<file path="src/rtl/mem_stage_ctrl_pkg.sv">
// Shared definitions for the MEM-stage controller: control-field bit
// positions, FSM state encoding and default widths.
package mem_stage_ctrl_pkg;

  // Default MSB indices (data word is 16 bits, control field is 3 bits)
  localparam int DATA_MSB    = 15;
  localparam int CTRL_MSB    = 2;
  localparam int TMO_DEFAULT = 15;

  // Bit positions inside the EX/MEM control field
  localparam int CTRL_RD   = 0;
  localparam int CTRL_WR   = 1;
  localparam int CTRL_BYTE = 2;

  typedef enum logic {
    ST_IDLE = 1'b0,
    ST_BUSY = 1'b1
  } state_t;

  // True when the control field requests a data-memory access
  function automatic logic is_mem_op(input logic [CTRL_MSB:0] ctrl);
    return ctrl[CTRL_RD] | ctrl[CTRL_WR];
  endfunction

endpackage

</file>
<file path="src/rtl/mem_stage_ctrl_if.sv">
// Bundle of the EX/MEM inputs, data-memory handshake, stall and MEM/WB
// outputs. master = the controller, slave = pipeline/memory surroundings.
interface mem_stage_ctrl_if
  import mem_stage_ctrl_pkg::*;
#(
  parameter int S = DATA_MSB,
  parameter int C = CTRL_MSB
);
  // EX/MEM register outputs
  logic [S:0] ex_upper;
  logic [S:0] ex_lower;
  logic [S:0] ex_word;
  logic [7:0] ex_byte;
  logic [C:0] ex_ctrl;
  // Data-memory handshake
  logic       mem_req;
  logic       mem_we;
  logic [S:0] mem_addr;
  logic [S:0] mem_wdata;
  logic [1:0] mem_be;
  logic       mem_ack;
  logic [S:0] mem_rdata;
  // Pipeline control and MEM/WB outputs
  logic       stall;
  logic [S:0] wb_upper;
  logic [S:0] wb_data;
  logic [C:0] wb_ctrl;
  logic       wb_valid;
  logic       err;

  modport master (
    input  ex_upper, ex_lower, ex_word, ex_byte, ex_ctrl, mem_ack, mem_rdata,
    output mem_req, mem_we, mem_addr, mem_wdata, mem_be,
    output stall, wb_upper, wb_data, wb_ctrl, wb_valid, err
  );

  modport slave (
    output ex_upper, ex_lower, ex_word, ex_byte, ex_ctrl, mem_ack, mem_rdata,
    input  mem_req, mem_we, mem_addr, mem_wdata, mem_be,
    input  stall, wb_upper, wb_data, wb_ctrl, wb_valid, err
  );

endinterface

</file>
<file path="src/rtl/mem_stage_ctrl_byte_lane.sv">
// Combinational byte-lane logic: store data/byte-enable steering and load
// byte extraction with zero extension, keyed on address bit 0 and byte mode.
module mem_stage_ctrl_byte_lane
  import mem_stage_ctrl_pkg::*;
#(
  parameter int S = DATA_MSB
) (
  input  logic       i_byte_mode,
  input  logic       i_addr0,
  input  logic [S:0] i_st_word,
  input  logic [7:0] i_st_byte,
  output logic [S:0] o_st_wdata,
  output logic [1:0] o_st_be,
  input  logic       i_ld_byte_mode,
  input  logic       i_ld_addr0,
  input  logic [S:0] i_ld_rdata,
  output logic [S:0] o_ld_data
);

  logic [7:0] w_ld_byte;

  // Byte stores replicate the byte on both lanes; the enable picks the lane
  // (odd address = high lane).
  for (genvar gi = 0; gi < 2; gi++) begin : g_lane
    assign o_st_wdata[gi*8 +: 8] = i_byte_mode ? i_st_byte : i_st_word[gi*8 +: 8];
    assign o_st_be[gi]           = !i_byte_mode || (i_addr0 == 1'(gi));
  end

  if (S > 15) begin : g_upper
    assign o_st_wdata[S:16] = i_st_word[S:16];
  end

  // Byte loads take the addressed lane and zero-extend it
  assign w_ld_byte = i_ld_addr0 ? i_ld_rdata[15:8] : i_ld_rdata[7:0];
  assign o_ld_data = i_ld_byte_mode ? {{(S-7){1'b0}}, w_ld_byte} : i_ld_rdata;

endmodule

</file>
<file path="src/rtl/mem_stage_ctrl.sv">
// MEM-stage controller: decodes the EX/MEM control field, runs a req/ack
// access to data memory while stalling upstream, and strobes the result
// into MEM/WB. Optional macro MEM_TIMEOUT_EN adds a BUSY timeout of TMO
// cycles that completes the op with zero data and sets err.
module mem_stage_ctrl
  import mem_stage_ctrl_pkg::*;
#(
  parameter int S   = DATA_MSB,
  parameter int C   = CTRL_MSB,
  parameter int TMO = TMO_DEFAULT
) (
  input logic             clk,
  input logic             rst,
  mem_stage_ctrl_if.master bus
);

  state_t     r_state;
  state_t     w_state_next;
  logic       w_mem_op;
  logic       w_stall;
  logic       w_accept;
  logic       w_complete;
  logic       w_timeout;
  logic       w_tmo_hit;

  logic       r_req;
  logic       r_we;
  logic [S:0] r_addr;
  logic [S:0] r_wdata;
  logic [1:0] r_be;
  logic [S:0] r_upper_lat;
  logic [S:0] r_lower_lat;
  logic [C:0] r_ctrl_lat;

  logic [S:0] r_wb_upper;
  logic [S:0] r_wb_data;
  logic [C:0] r_wb_ctrl;
  logic       r_wb_valid;
  logic       r_err;

  logic [S:0] w_st_wdata;
  logic [1:0] w_st_be;
  logic [S:0] w_ld_data;

  assign w_mem_op = is_mem_op(bus.ex_ctrl);

  // Store steering uses live EX/MEM inputs; load extraction uses latched op
  mem_stage_ctrl_byte_lane #(.S(S)) u_byte_lane (
    .i_byte_mode    (bus.ex_ctrl[CTRL_BYTE]),
    .i_addr0        (bus.ex_lower[0]),
    .i_st_word      (bus.ex_word),
    .i_st_byte      (bus.ex_byte),
    .o_st_wdata     (w_st_wdata),
    .o_st_be        (w_st_be),
    .i_ld_byte_mode (r_ctrl_lat[CTRL_BYTE]),
    .i_ld_addr0     (r_lower_lat[0]),
    .i_ld_rdata     (bus.mem_rdata),
    .o_ld_data      (w_ld_data)
  );

`ifdef MEM_TIMEOUT_EN
  localparam int CW = (TMO > 1) ? $clog2(TMO) : 1;
  localparam logic [CW-1:0] CNT_LAST = CW'(TMO - 1);
  logic [CW-1:0] r_cnt;

  // Count BUSY cycles, restarting on each accepted op
  always_ff @(posedge clk or negedge rst) begin
    if (!rst)                    r_cnt <= '0;
    else if (w_accept)           r_cnt <= '0;
    else if (r_state == ST_BUSY) r_cnt <= r_cnt + 1'b1;
  end

  assign w_tmo_hit = (r_cnt == CNT_LAST);
`else
  assign w_tmo_hit = 1'b0;
`endif

  // FSM state register
  always_ff @(posedge clk or negedge rst) begin
    if (!rst) r_state <= ST_IDLE;
    else      r_state <= w_state_next;
  end

  // Next state, stall and event decode; ack beats a simultaneous timeout
  always_comb begin
    w_state_next = r_state;
    w_stall      = 1'b0;
    w_accept     = 1'b0;
    w_complete   = 1'b0;
    w_timeout    = 1'b0;
    case (r_state)
      ST_IDLE: begin
        if (w_mem_op) begin
          w_stall      = 1'b1;
          w_accept     = 1'b1;
          w_state_next = ST_BUSY;
        end
      end
      ST_BUSY: begin
        w_stall = 1'b1;
        if (bus.mem_ack) begin
          w_complete   = 1'b1;
          w_state_next = ST_IDLE;
        end else if (w_tmo_hit) begin
          w_timeout    = 1'b1;
          w_state_next = ST_IDLE;
        end
      end
      default: w_state_next = ST_IDLE;
    endcase
  end

  // Memory request registers and operand latches, held stable during BUSY
  always_ff @(posedge clk or negedge rst) begin
    if (!rst) begin
      r_req       <= 1'b0;
      r_we        <= 1'b0;
      r_addr      <= '0;
      r_wdata     <= '0;
      r_be        <= '0;
      r_upper_lat <= '0;
      r_lower_lat <= '0;
      r_ctrl_lat  <= '0;
    end else if (w_accept) begin
      r_req       <= 1'b1;
      r_we        <= bus.ex_ctrl[CTRL_WR];
      r_addr      <= {1'b0, bus.ex_lower[S:1]};
      r_wdata     <= bus.ex_ctrl[CTRL_WR] ? w_st_wdata : '0;
      r_be        <= bus.ex_ctrl[CTRL_WR] ? w_st_be : 2'b11;
      r_upper_lat <= bus.ex_upper;
      r_lower_lat <= bus.ex_lower;
      r_ctrl_lat  <= bus.ex_ctrl;
    end else if (w_complete || w_timeout) begin
      r_req <= 1'b0;
    end
  end

  // MEM/WB result registers with one-cycle valid strobe, plus sticky err
  always_ff @(posedge clk or negedge rst) begin
    if (!rst) begin
      r_wb_upper <= '0;
      r_wb_data  <= '0;
      r_wb_ctrl  <= '0;
      r_wb_valid <= 1'b0;
      r_err      <= 1'b0;
    end else begin
      r_wb_valid <= 1'b0;
      if (w_complete) begin
        r_wb_valid <= 1'b1;
        r_wb_upper <= r_upper_lat;
        r_wb_ctrl  <= r_ctrl_lat;
        r_wb_data  <= r_we ? r_lower_lat : w_ld_data;
      end else if (w_timeout) begin
        r_wb_valid <= 1'b1;
        r_wb_upper <= r_upper_lat;
        r_wb_ctrl  <= r_ctrl_lat;
        r_wb_data  <= '0;
      end else if (r_state == ST_IDLE && !w_mem_op && (bus.ex_ctrl != '0)) begin
        r_wb_valid <= 1'b1;
        r_wb_upper <= bus.ex_upper;
        r_wb_ctrl  <= bus.ex_ctrl;
        r_wb_data  <= bus.ex_lower;
      end
      if (w_accept && bus.ex_ctrl[CTRL_RD] && bus.ex_ctrl[CTRL_WR]) r_err <= 1'b1;
      if (r_state == ST_IDLE && bus.mem_ack)                        r_err <= 1'b1;
      if (w_timeout)                                                r_err <= 1'b1;
    end
  end

  assign bus.mem_req   = r_req;
  assign bus.mem_we    = r_we;
  assign bus.mem_addr  = r_addr;
  assign bus.mem_wdata = r_wdata;
  assign bus.mem_be    = r_be;
  assign bus.stall     = w_stall;
  assign bus.wb_upper  = r_wb_upper;
  assign bus.wb_data   = r_wb_data;
  assign bus.wb_ctrl   = r_wb_ctrl;
  assign bus.wb_valid  = r_wb_valid;
  assign bus.err       = r_err;

endmodule

</file>
<file path="src/flat_wrapper.sv">
// flat-port wrapper written by rule: the top's interface ports become plain ports
module mem_stage_ctrl_flat import mem_stage_ctrl_pkg::*;
#(
  parameter int S   = DATA_MSB,
  parameter int C   = CTRL_MSB,
  parameter int TMO = TMO_DEFAULT
)
  (clk, rst, bus_ex_upper, bus_ex_lower, bus_ex_word, bus_ex_byte, bus_ex_ctrl, bus_mem_ack, bus_mem_rdata, bus_mem_req, bus_mem_we, bus_mem_addr, bus_mem_wdata, bus_mem_be, bus_stall, bus_wb_upper, bus_wb_data, bus_wb_ctrl, bus_wb_valid, bus_err);
  mem_stage_ctrl_if #(.S(S), .C(C)) bus_i ();
  input logic clk;
  input logic rst;
  input wire logic [$bits(bus_i.ex_upper)-1:0] bus_ex_upper;
  input wire logic [$bits(bus_i.ex_lower)-1:0] bus_ex_lower;
  input wire logic [$bits(bus_i.ex_word)-1:0] bus_ex_word;
  input wire logic [$bits(bus_i.ex_byte)-1:0] bus_ex_byte;
  input wire logic [$bits(bus_i.ex_ctrl)-1:0] bus_ex_ctrl;
  input wire logic [$bits(bus_i.mem_ack)-1:0] bus_mem_ack;
  input wire logic [$bits(bus_i.mem_rdata)-1:0] bus_mem_rdata;
  output wire logic [$bits(bus_i.mem_req)-1:0] bus_mem_req;
  output wire logic [$bits(bus_i.mem_we)-1:0] bus_mem_we;
  output wire logic [$bits(bus_i.mem_addr)-1:0] bus_mem_addr;
  output wire logic [$bits(bus_i.mem_wdata)-1:0] bus_mem_wdata;
  output wire logic [$bits(bus_i.mem_be)-1:0] bus_mem_be;
  output wire logic [$bits(bus_i.stall)-1:0] bus_stall;
  output wire logic [$bits(bus_i.wb_upper)-1:0] bus_wb_upper;
  output wire logic [$bits(bus_i.wb_data)-1:0] bus_wb_data;
  output wire logic [$bits(bus_i.wb_ctrl)-1:0] bus_wb_ctrl;
  output wire logic [$bits(bus_i.wb_valid)-1:0] bus_wb_valid;
  output wire logic [$bits(bus_i.err)-1:0] bus_err;
  assign bus_i.ex_upper = bus_ex_upper;
  assign bus_i.ex_lower = bus_ex_lower;
  assign bus_i.ex_word = bus_ex_word;
  assign bus_i.ex_byte = bus_ex_byte;
  assign bus_i.ex_ctrl = bus_ex_ctrl;
  assign bus_i.mem_ack = bus_mem_ack;
  assign bus_i.mem_rdata = bus_mem_rdata;
  assign bus_mem_req = bus_i.mem_req;
  assign bus_mem_we = bus_i.mem_we;
  assign bus_mem_addr = bus_i.mem_addr;
  assign bus_mem_wdata = bus_i.mem_wdata;
  assign bus_mem_be = bus_i.mem_be;
  assign bus_stall = bus_i.stall;
  assign bus_wb_upper = bus_i.wb_upper;
  assign bus_wb_data = bus_i.wb_data;
  assign bus_wb_ctrl = bus_i.wb_ctrl;
  assign bus_wb_valid = bus_i.wb_valid;
  assign bus_err = bus_i.err;
  mem_stage_ctrl #(.S(S), .C(C), .TMO(TMO)) u_core (.clk(clk), .rst(rst), .bus(bus_i));
endmodule
</file>
<file path="config.mk">
export PLATFORM = sky130hd
export DESIGN_NAME = mem_stage_ctrl_flat
export DESIGN_NICKNAME = d
export VERILOG_FILES = /design/src/rtl/mem_stage_ctrl_pkg.sv /design/src/rtl/mem_stage_ctrl_if.sv /design/src/rtl/mem_stage_ctrl_byte_lane.sv /design/src/rtl/mem_stage_ctrl.sv /design/src/flat_wrapper.sv
export SDC_FILE = /design/constraint.sdc
export NUM_CORES = 1
export LEC_CHECK = 0
export CORE_ASPECT_RATIO = 2
export CORE_MARGIN = 2
export CORE_UTILIZATION = 48
export DETAILED_ROUTE_END_ITERATION = 10
export PLACE_DENSITY_LB_ADDON = 0.12
export SLEW_MARGIN = 20
export SYNTH_ARGS = -nofsm -noshare
export SYNTH_HDL_FRONTEND = slang
export SYNTH_SLANG_ARGS = --single-unit
</file>
<file path="constraint.sdc">
create_clock -name clk -period 2.75 [get_ports clk]
set_input_delay 0.275 -clock clk [delete_from_list [all_inputs] [get_ports clk]]
set_output_delay 0.275 -clock clk [all_outputs]
set_load 0.05 [all_outputs]
</file>
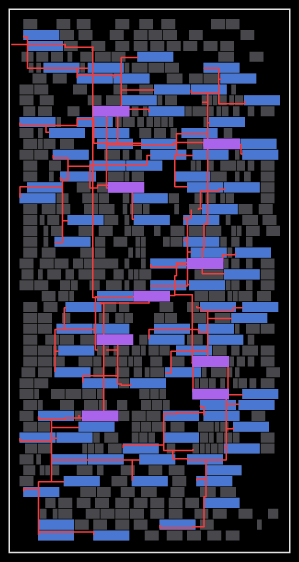
Figure 1: routed clock nets over the placement.
(4 px per um)
flip-flops: in blue, count 92. clock wires: in red, length 1020 um. clock-net drivers: in purple, count 9.
There are 10 routed clock nets.
power dissipated in the clock network: 1.13 mW
worst-case clock skew: 9.41 ps
Clock Latency Late Sink: 340 ps
part of the total power dissipated in the clock network: 22.4%

==> out/highlights.md <==
### Layout
• **# nets final** 594
• **fraction of final layout cells with drive strength greater than 1** 13.1%
• **Non-Filler Cell Area, Final** 6010 um^2
• **Diodes inserted** 0

### Die
• **x dimension of the die** 69.7 um
• **core footprint** 8530 um^2
• **starting density of the core** 48.6%
• **I/O pin total** 152
• **total number of placement rows** 48
• **floorplan die area** 9450 um^2

### Logic synthesis
• **post-synthesis sequential element count** 92
• **cells in synth_stat.txt** 375
• **portion of synthesized cell area occupied by the leading cell type** 55.5%
• **register share after synthesis** 55.5%
• **gate count after technology mapping** 375
• **number of warnings issued by yosys** 0
• **dominant cells by area after synthesis** dfrtp_1, mux2_2, mux2i_1, nand2_1, a22o_1
• **largest area contributor in the netlist** dfrtp_1
• **number of different library cells in the post-synthesis netlist** 32
• **Avg Cell Area, Syn** 11.1 um^2

### Worst setup path
• **arrival time worst endpoint** 1650 ps
• **Critical Path Most Common Cell** buf_4
• **startpoint class of the critical path** input pin
• **capturing element type of the critical path** output port
• **ordered cell list for the critical path** clkdlybuf4s50_1, buf_4, or3_1, buf_4
• **worst-path cell with the longest stage delay** clkdlybuf4s50_1
• **Largest stage delay, worst path** 520 ps

### GRT
• **grt total ovfl** 0
• **maximum number of pins on one net before global-route repair** 63

### CTS
• **clk sinks** 92
• **Clk Tree Root Cell** clkbuf_16
• **post-CTS clock slew at the launch and capture registers of the worst setup and hold paths** 70 ps
• **maximum clock insertion buffer count** 2
• **level count of the clock H-tree** 3
• **Setup Fix Bufs, Post-CTS** 0

### Timing
• **post-route clock period utilization** 70.0%
• **Fin Setup TNS** 0 ps
• **Slew Limit Headroom** 47.9%
• **fmax** 520 MHz
• **number of pins with negative max-slew slack in the final report** 0
• **post-layout worst setup margin** 826 ps
• **Fin Hold WS** 5.03 ps
• **final setup fails** 0
• **Period minus WS final** 1920 ps
• **Worst Max-Slew Pin Slew** 781 ps
• **setup repair after global routing missed its margin** false

### Place
• **placed cell areas** 5740 um^2

### Pwr
• **largest voltage drop on the vdd net** 0.462 mV
• **PD cells** 841 nW/um^2

### Routing
• **drt pass-1 iters** 4
• **routed via count divided by cell count** 5.70

### Job
• **Max Cap Viol** 0

### Outcome
• **outcome** finished clean

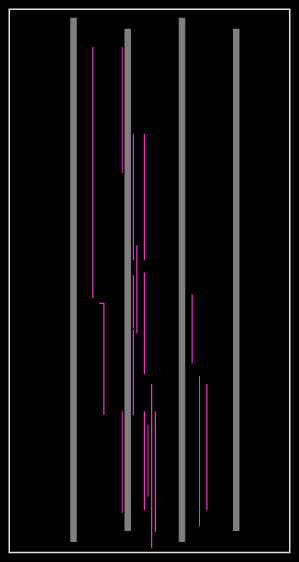
Figure 2: metal 4.
(4 px per um) Supply wires on this layer in gray.
The wires run mostly vertical. The layer carries 490 um of wire.
via total after detailed routing: 3537
wire length reported by the detailed router: 11300 um

flip-flops by register name, indices dropped and copies added, names as in the netlist, 2 cells and up:
signal                cells
u_core.bus.mem_wdata     16
u_core.bus.wb_upper      16
u_core.r_ctrl_lat         3
u_core.bus.mem_be         2
u_core.bus.wb_data       16
u_core.bus.wb_ctrl        3
u_core.r_lower_lat       15
u_core.r_upper_lat       16
placed cells by master, fill, tap and decap left out, drive strengths merged, types with 4 or more instances in the layout:
cell           count
o21ai              8
clkbuf             9
a31oi             17
a22o              18
and3               7
a41oi              8
nand2             53
mux2i             23
nor3              24
clkdlybuf4s50    148
mux2              35
a211oi             7
dfrtp             92
o22ai              7
nor2              18
nand3              8
clkinv             4
inv                4
buf               13
metal layers:
layer | share of wire [%] | track usage (%)
met4 | 4.3 | 15.2
met3 | 6.3 | 5.51
met2 | 54 | 43.1
met1 | 36 | 26.7
met5 | 0 | 0
path summary, 6_finish.rpt:
check                                                      start                            endpoint  cells after the start
worst max-delay path                              bus_ex_ctrl[1]                           bus_stall                      4
min in group clk                u_core.bus.mem_be[0]$_DFFE_PN0P_    u_core.bus.mem_be[0]$_DFFE_PN0P_                      1
worst min register to register  u_core.bus.mem_be[0]$_DFFE_PN0P_    u_core.bus.mem_be[0]$_DFFE_PN0P_                      1
max in group asynchronous                                    rst            u_core.r_state$_DFF_PN0_                      2
worst min-delay path                                         rst   u_core.r_lower_lat[2]$_DFFE_PN0P_                      1
worst max register to register          u_core.r_state$_DFF_PN0_  u_core.bus.wb_data[15]$_DFFE_PN0P_                      4
report_power, final:
part / leakage [nW] / switching (mW) / internal [mW]
logic: 1.29 / 1.29 / 0.781
registers: 1.09 / 0.203 / 1.65
clock network: 0.132 / 0.518 / 0.615
cells in the mapped netlist:
master,count
nor2_1,18
o21bai_1,2
buf_2,13
nand3b_1,1
buf_1,4
a31oi_1,17
a32oi_1,1
a21o_1,2
a41oi_1,8
o22a_1,1
dfrtp_1,92
o21ai_0,8
a21oi_1,2
or3_1,1
mux2_2,35
nand3_1,8
clkbuf_1,12
nor3_1,24
a22o_1,18
o22ai_1,7
and3_1,7
nor4b_4,1
and2_1,2
inv_1,2
inv_2,1
conb_1,1
buf_4,2
nand2_1,53
nor4bb_1,1
a211oi_1,7
mux2i_1,23
o211ai_1,1
logic make-up (layout without fill, tap and decap cells):
group                  Yosys count  count (layout)  synth area share [%]
multiplexers                    58              58                  15.1
other                            1               1                0.0904
buffers and inverters           34             180                  3.65
AND/OR/NAND/NOR                116             116                  12.8
flip-flops                      92              92                  55.5
AND-OR/OR-AND                   74              74                  12.9
per-stage QoR:
| step | power (mW) | std cells |
|---|---|---|
| final | 5.06 | 621 |
| after detailed placement | 3.96 | 605 |
| after floorplan | 3.16 | 375 |
| after global routing | 5.28 | 621 |
| after CTS | 5.10 | 621 |
| after global placement | 3.92 | 605 |
area by class of cell:
cell class                      instances  area [um^2]
Timing Repair Buffer                  161         1590
Clock buffer                            9          225
Inverter                                3         11.3
Multi-Input combinational cell        249         1710
Fill cell                             678         2510
Sequential cell                        92         2300
Tap cell                              100          125
Clock inverter                          7         51.3
Power is estimated from default activity; no workload was simulated.
